Fig. 1: M1 wires
(1 px per micron)
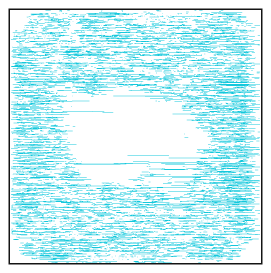
Fig. 2: zoomed window
Region (176, 177) to (201, 202) microns. Cells in gray, sequential cells in the stronger gray; small squares are vias.
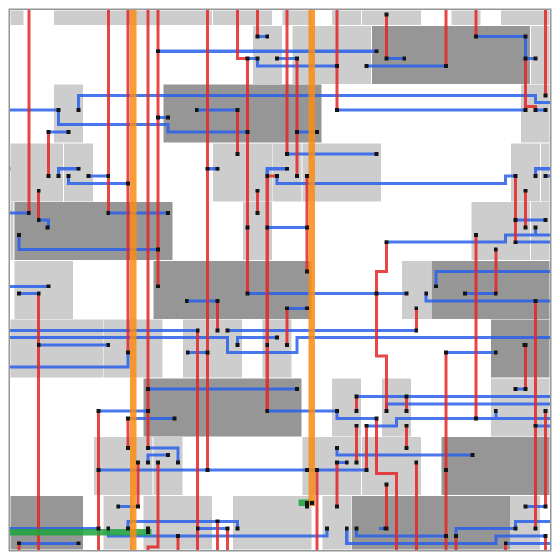
Fig. 3: routing congestion
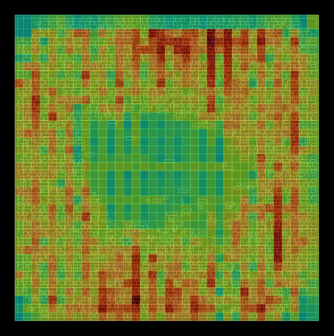
Fig. 4: where the registers sit
(2 px per micron) Other sequential cells in the stronger gray, the rest of the logic in the fainter gray.
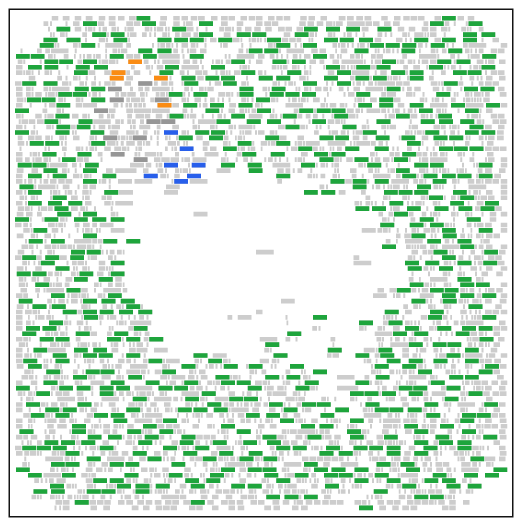
Design conv_weight_loader, sky130hd; sources not shown.
==> results.toml <==
# implementation run metrics
[outcome]
outcome = "completed"

[clock_tree]
cts_max_path_buffers = 3
resized_cells_post_cts = 0
cts_tree = "yes"
worst_skew_pair.late_latency_ns = 0.60
cts_setup_buffers = 0

[hold_path]
hold_path_class = "input port to register"

[cells_and_area]
sequential_cell_total = 639
finalInstanceArea_sq_um = 33300
num-nonclk-inverters = 4
most_frequently_placed_logic_cell_in_the_final_layout = "nand2_1"
num-clock-buffers = 105
multiInputCombCellCount = 1945
final-nonclk-buf-share_pct = 21.9
post_route_cells_drive_above_1_share_pct = 5.04

[floorplanning]
core_area_sq_um = 61000

[detailed_routing]
drt-pass1-iter-count = 7
highest_metal_used = "met4"
routed_via_density = 4.88

[synth]
yosysSeqAreaShare_pct = 53.2
main_logic_family_after_synthesis = "simple AND/OR/NAND/NOR gates"
area_leaders = "dfxtp_1 53%, nand2_1 19%, a21boi_1 18%"
mean_instance_size_in_the_synthesized_netlist_sq_um = 8.58
yosys.stat.chipArea_sq_um = 24000
synthesis.area_sq_um = 24000
synth_largest_type_area_fraction_pct = 53.2

[power]
p_comb_mw = 2.75
pwr_density_cell_nw_per_um2 = 853
cell_internal_pwr_mw = 21.3
seq_power_share_pct = 45.3
pwr.group.clock_mw = 12.8

[place]
dp.final_hpwl_microns = 52600

[grt]
grt_antenna_before_repair = 0
global_route_wire_length_before_repair_microns = 111000
grt.total_usage_pct = 22.1

[critical_path]
worst-path-max-fanout = 5
critical_path.startpoint_type = "register"

[job]
max_cap_viol_count = 0

[timing]
finalSetupViolCount = 0
## Picture notes: Fig. 1
main direction	horizontal
share of all routed wire	42%
global routing usage on met1: 27.3%
total length of routed wires: 73500 microns
vias post-DR: 20500

## Picture notes: Fig. 2
layer	color
M3	green
M1	blue
M4	orange
M2	red
cells with their middle in the window	39
most frequent	nand2_1 (16), a21boi_1 (8), dfxtp_1 (8)
sequential cells in the window	8

## Picture notes: Fig. 3
met2 track demand over resource in global routing: 35.8%
GR peak layer: met2

## Picture notes: Fig. 4
name in the netlist	color	placed flops
`u_packer.byte_cnt`	blue	7
`sram_adr`	orange	5
`u_packer.word`	green	616
power consumed by sequential cells: 12.8 mW
flop share of the area: 38.4%
total area of sequential cells: 12800 sq um

Power figures rest on the tool's default switching activity, not on a simulated workload.
